==> src/rtl/gain_offset_corrector.sv <==
// Per-channel offset + fixed-point gain corrector with saturation, 3-stage valid/ready pipeline.
// Optional output-side saturation event counter enabled by defining SAT_COUNT_EN.
module gain_offset_corrector #(
  parameter int DATA_W   = 8,
  parameter int GAIN_W   = 8,
  parameter int OFS_W    = 8,
  parameter int SHIFT    = 7,
  parameter int CHANNELS = 4,
  parameter int CH_W     = 2
) (
  input  logic              clk,
  input  logic              rst_n,
  input  logic              in_valid,
  output logic              in_ready,
  input  logic [DATA_W-1:0] in_data,
  input  logic [CH_W-1:0]   in_ch,
  input  logic              cfg_we,
  input  logic [CH_W-1:0]   cfg_ch,
  input  logic [GAIN_W-1:0] cfg_gain,
  input  logic [OFS_W-1:0]  cfg_offset,
  output logic              out_valid,
  input  logic              out_ready,
  output logic [DATA_W-1:0] out_data,
  output logic [CH_W-1:0]   out_ch,
  output logic              out_sat
`ifdef SAT_COUNT_EN
  ,
  input  logic              sat_clr,
  output logic [15:0]       sat_count
`endif
);

  localparam int SUM_W  = DATA_W + 2;
  localparam int PROD_W = DATA_W + GAIN_W;
  localparam logic [PROD_W-1:0] PROD_MAX   = (PROD_W'(1) << (DATA_W + SHIFT)) - PROD_W'(1);
  localparam logic [GAIN_W-1:0] GAIN_UNITY = GAIN_W'(1) << SHIFT;
  localparam logic [DATA_W-1:0] DATA_MAX   = '1;

  logic [GAIN_W-1:0] gain_q [CHANNELS];
  logic [OFS_W-1:0]  ofs_q  [CHANNELS];

  logic              v1_q, v2_q, v3_q;
  logic [DATA_W-1:0] sum1_q, sum1_d;
  logic [GAIN_W-1:0] gain1_q;
  logic [CH_W-1:0]   ch1_q, ch2_q, ch3_q;
  logic              sat1_q, sat1_d, sat2_q, sat3_q, sat3_d;
  logic [PROD_W-1:0] prod2_q, prod2_d, clamped;
  logic [DATA_W-1:0] data3_q, data3_d;

  logic [GAIN_W-1:0]       selGain;
  logic [OFS_W-1:0]        selOfs;
  logic signed [SUM_W-1:0] sum;
  logic                    adv;

  assign adv       = out_ready | ~v3_q;
  assign in_ready  = adv;
  assign out_valid = v3_q;
  assign out_data  = data3_q;
  assign out_ch    = ch3_q;
  assign out_sat   = sat3_q;

  // Coefficient writes ignore the stall state; writes to nonexistent channels match no entry.
  always_ff @(posedge clk or negedge rst_n) begin
    if (!rst_n) begin
      for (int c = 0; c < CHANNELS; c++) begin
        gain_q[c] <= GAIN_UNITY;
        ofs_q[c]  <= '0;
      end
    end else if (cfg_we) begin
      for (int c = 0; c < CHANNELS; c++) begin
        if (int'(cfg_ch) == c) begin
          gain_q[c] <= cfg_gain;
          ofs_q[c]  <= cfg_offset;
        end
      end
    end
  end

  // Out-of-range channel ids fall back to channel 0 coefficients.
  always_comb begin
    selGain = gain_q[0];
    selOfs  = ofs_q[0];
    for (int c = 1; c < CHANNELS; c++) begin
      if (int'(in_ch) == c) begin
        selGain = gain_q[c];
        selOfs  = ofs_q[c];
      end
    end
  end

  always_comb begin
    sum = $signed({2'b00, in_data}) + SUM_W'($signed(selOfs));
    sum1_d = sum[DATA_W-1:0];
    sat1_d = 1'b0;
    if (sum[SUM_W-1]) begin
      sum1_d = '0;
      sat1_d = 1'b1;
    end else if (|sum[SUM_W-2:DATA_W]) begin
      sum1_d = DATA_MAX;
      sat1_d = 1'b1;
    end
  end

  assign prod2_d = PROD_W'(sum1_q) * PROD_W'(gain1_q);

  always_comb begin
    clamped = prod2_q;
    sat3_d  = sat2_q;
    if (prod2_q > PROD_MAX) begin
      clamped = PROD_MAX;
      sat3_d  = 1'b1;
    end
    data3_d = DATA_W'(clamped >> SHIFT);
  end

  // Lock-step pipeline: every stage moves on adv, no bubble collapse.
  always_ff @(posedge clk or negedge rst_n) begin
    if (!rst_n) begin
      v1_q    <= 1'b0;
      sum1_q  <= '0;
      gain1_q <= '0;
      ch1_q   <= '0;
      sat1_q  <= 1'b0;
      v2_q    <= 1'b0;
      prod2_q <= '0;
      ch2_q   <= '0;
      sat2_q  <= 1'b0;
      v3_q    <= 1'b0;
      data3_q <= '0;
      ch3_q   <= '0;
      sat3_q  <= 1'b0;
    end else if (adv) begin
      v1_q    <= in_valid;
      sum1_q  <= sum1_d;
      gain1_q <= selGain;
      ch1_q   <= in_ch;
      sat1_q  <= sat1_d;
      v2_q    <= v1_q;
      prod2_q <= prod2_d;
      ch2_q   <= ch1_q;
      sat2_q  <= sat1_q;
      v3_q    <= v2_q;
      data3_q <= data3_d;
      ch3_q   <= ch2_q;
      sat3_q  <= sat3_d;
    end
  end

`ifdef SAT_COUNT_EN
  logic [15:0] satCount_q;

  assign sat_count = satCount_q;

  always_ff @(posedge clk or negedge rst_n) begin
    if (!rst_n) begin
      satCount_q <= '0;
    end else if (sat_clr) begin
      satCount_q <= '0;
    end else if (v3_q && out_ready && sat3_q && (satCount_q != 16'hFFFF)) begin
      satCount_q <= satCount_q + 16'd1;
    end
  end
`endif

endmodule
==> config.mk <==
export PLATFORM = sky130hd
export DESIGN_NAME = gain_offset_corrector
export DESIGN_NICKNAME = d
export VERILOG_FILES = /design/src/rtl/gain_offset_corrector.sv
export SDC_FILE = /design/constraint.sdc
export NUM_CORES = 1
export LEC_CHECK = 0
export CAP_MARGIN = 25
export CELL_PAD_IN_SITES_DETAIL_PLACEMENT = 1
export CELL_PAD_IN_SITES_GLOBAL_PLACEMENT = 1
export CORE_ASPECT_RATIO = 1.75
export CORE_MARGIN = 3
export CORE_UTILIZATION = 40
export CTS_CLUSTER_DIAMETER = 80
export DETAILED_ROUTE_END_ITERATION = 16
export PLACE_DENSITY_LB_ADDON = 0.1
export SLEW_MARGIN = 20
export SYNTH_ARGS = -nofsm -noshare
export SYNTH_HDL_FRONTEND = slang
export SYNTH_SLANG_ARGS = --single-unit
export TNS_END_PERCENT = 20
==> constraint.sdc <==
create_clock -name clk -period 12.7 [get_ports clk]
set_input_delay 3.175 -clock clk [delete_from_list [all_inputs] [get_ports clk]]
set_output_delay 3.175 -clock clk [all_outputs]
set_load 0.02 [all_outputs]
placement_by_type.png
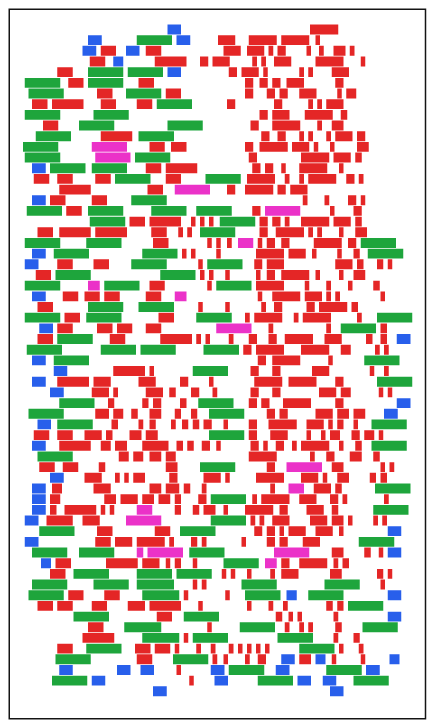
Key: combinational and other logic = red [cells 495, share of their area 54%]; remaining buffers and delay cells = blue [cells 49, share of their area 6.3%]; sequential cells = green [cells 109, share of their area 36%]; clock drivers and dummy loads = magenta [cells 16, share of their area 3.8%]

clocks.png
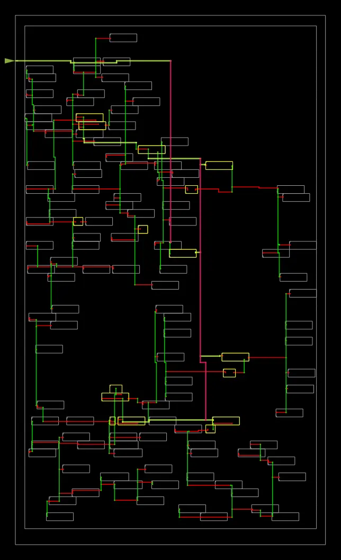
Worst Skew: 0.0101 ns
flop count: 109

flops_by_reg.png
The bar under the picture is 20 um long. Other sequential cells in the stronger gray, the rest of the logic in the fainter gray.
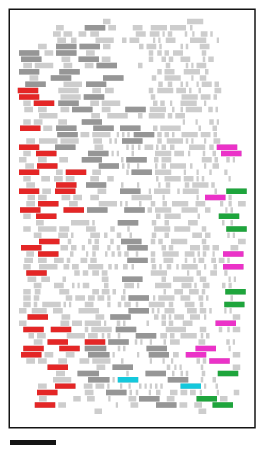
Key: prod2_q = magenta [placed flops 9]; ofs_q = red [placed flops 32]; out_data = green [placed flops 8]; out_ch = cyan [placed flops 2]
Another 58 sequential cells are not colored.

clk_routes.png
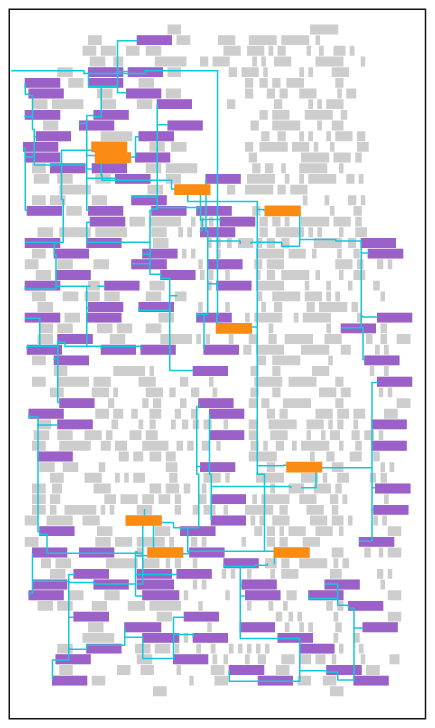
Key: flip-flops = purple [count 109]; clock drivers = orange [count 9]; clock wires = cyan [length 1510 um]
Position of the flops: all over the die. There are 10 routed clock nets.

==> results_dict.tcl <==
# flow metrics
set metrics [dict create \
    ctsHtreeMaxLevel 3 \
    edf_count 0 \
    grt_max_degree 56 \
    async_reset_ff_frac 1.00 \
    syn-instance-count 625 \
    fin_crit_ns 8.32 \
    first_global_vias 5325 \
    place_congestion 0.801 \
    p_int_w 0.00126 \
    final_common_cell "dfrtp_1" \
    status "finished clean" \
    drive_gt1_frac 0.175 \
    r2r-end "prod2_q[14]" \
    n_antenna_cell 0 \
    timing_worst_setup_path_type "primary input to output pin" \
    synth_top_area_share 0.378 \
    yosysCellCount 625 \
    drc 0 \
    numCtsBuffers 9 \
    initCoreUtil 0.408 \
    r2r_cells 14 \
    required_ns 9.52 \
    fmax_ghz 0.120 \
]
[metal layers]
metal | global-route usage | vias to the layer above | wire length, um
met3 | 0.0229 | 19 | 255
met4 | 0.0529 | 0 | 320
met5 | 0 | - | 0
met1 | 0.176 | 2355 | 5630
li1 | - | 2177 | -
met2 | 0.361 | 52 | 9620
[cell usage after synthesis (2+ instances only)]
cell type	instances
and2_1	55
nor2b_1	2
a211oi_2	2
o21ai_0	28
nand2_1	89
nand3_1	2
nor2_1	23
o21ai_1	3
mux2_2	64
a211o_1	2
clkbuf_1	16
ha_1	45
o311ai_1	2
xor2_1	10
fa_1	37
buf_2	2
a21oi_1	15
and3_1	2
nand3b_1	2
dfrtp_1	105
o211ai_1	4
or2_2	2
xnor2_1	6
a21o_1	3
nand2b_1	3
buf_6	2
dfstp_2	4
inv_1	53
a31oi_1	9
mux4_2	16
[power groups by stage]
stage	logic [W]	clock network [W]	registers (W)
final	0.00149	0.000282	0.000566
after CTS	0.00154	0.000292	0.000568
after global placement	0.00147	0	0.000566
after global routing	0.00174	0.000304	0.000583
after detailed placement	0.00153	0	0.000575
after floorplan	0.00112	0	0.000546
[critical path: stages]
cell and delay [ns]:
clkdlybuf4s50_1 0.47, nor2b_2 0.04, buf_4 0.25, clkinv_1 0.08
buf_4 0.43, clkdlybuf4s50_1 0.70
[kinds of logic (layout without fill, tap and decap cells)]
kind of cell,after synthesis,after routing,share of synthesized area
AND/OR/NAND/NOR,183,183,0.126
XOR/XNOR,16,16,0.0202
adder cells (fa/ha/maj),82,82,0.188
buffers and inverters,75,119,0.0432
multiplexers,80,80,0.156
flip-flops,109,109,0.393
AND-OR/OR-AND,80,80,0.0749
[per-stage QoR]
step                total power, W  cells  setup slack [ns]  instance area (um^2)   util
floorplan                  0.00167    625              5.63                  6950      -
global placement           0.00203    880              4.37                  7620  0.448
detailed placement         0.00211    880              4.35                  7620  0.448
CTS                        0.00240    896              4.36                  7920  0.465
global route               0.00262    896              4.28                  7920  0.465
finish                     0.00234    896              4.38                  7920  0.465
[worst min-delay path by stage]
stage / from / to / slack [ns] / cells past startpoint
after global routing: v2_q / out_valid / 0.49 / 1
final: v2_q / out_valid / 0.47 / 1
after global placement: v2_q / v2_q / 0.44 / 2
after detailed placement: v2_q / v2_q / 0.46 / 2
after floorplan: v2_q / v2_q / 0.43 / 2
after CTS: v2_q / out_valid / 0.48 / 1
[state kept, by name, indices dropped and copies added, names as in the netlist]
name       count
ch1_q          2
ch2_q          2
gain1_q        8
gain_q        32
ofs_q         32
out_ch         2
out_data       8
out_sat        1
out_valid      1
prod2_q        9
sat1_q         1
sat2_q         1
sum1_q         8
v1_q           1
v2_q           1
[cell type report]
cell class	count	area, um^2	share of cell area
Timing Repair Buffer	49	478	0.0604
Clock inverter	7	65.1	0.00822
Clock buffer	9	225	0.0285
Tap cell	227	284	0.0359
Multi-Input combinational cell	441	3930	0.496
Inverter	54	203	0.0256
Sequential cell	109	2730	0.345
Power is estimated from default activity; no workload was simulated.
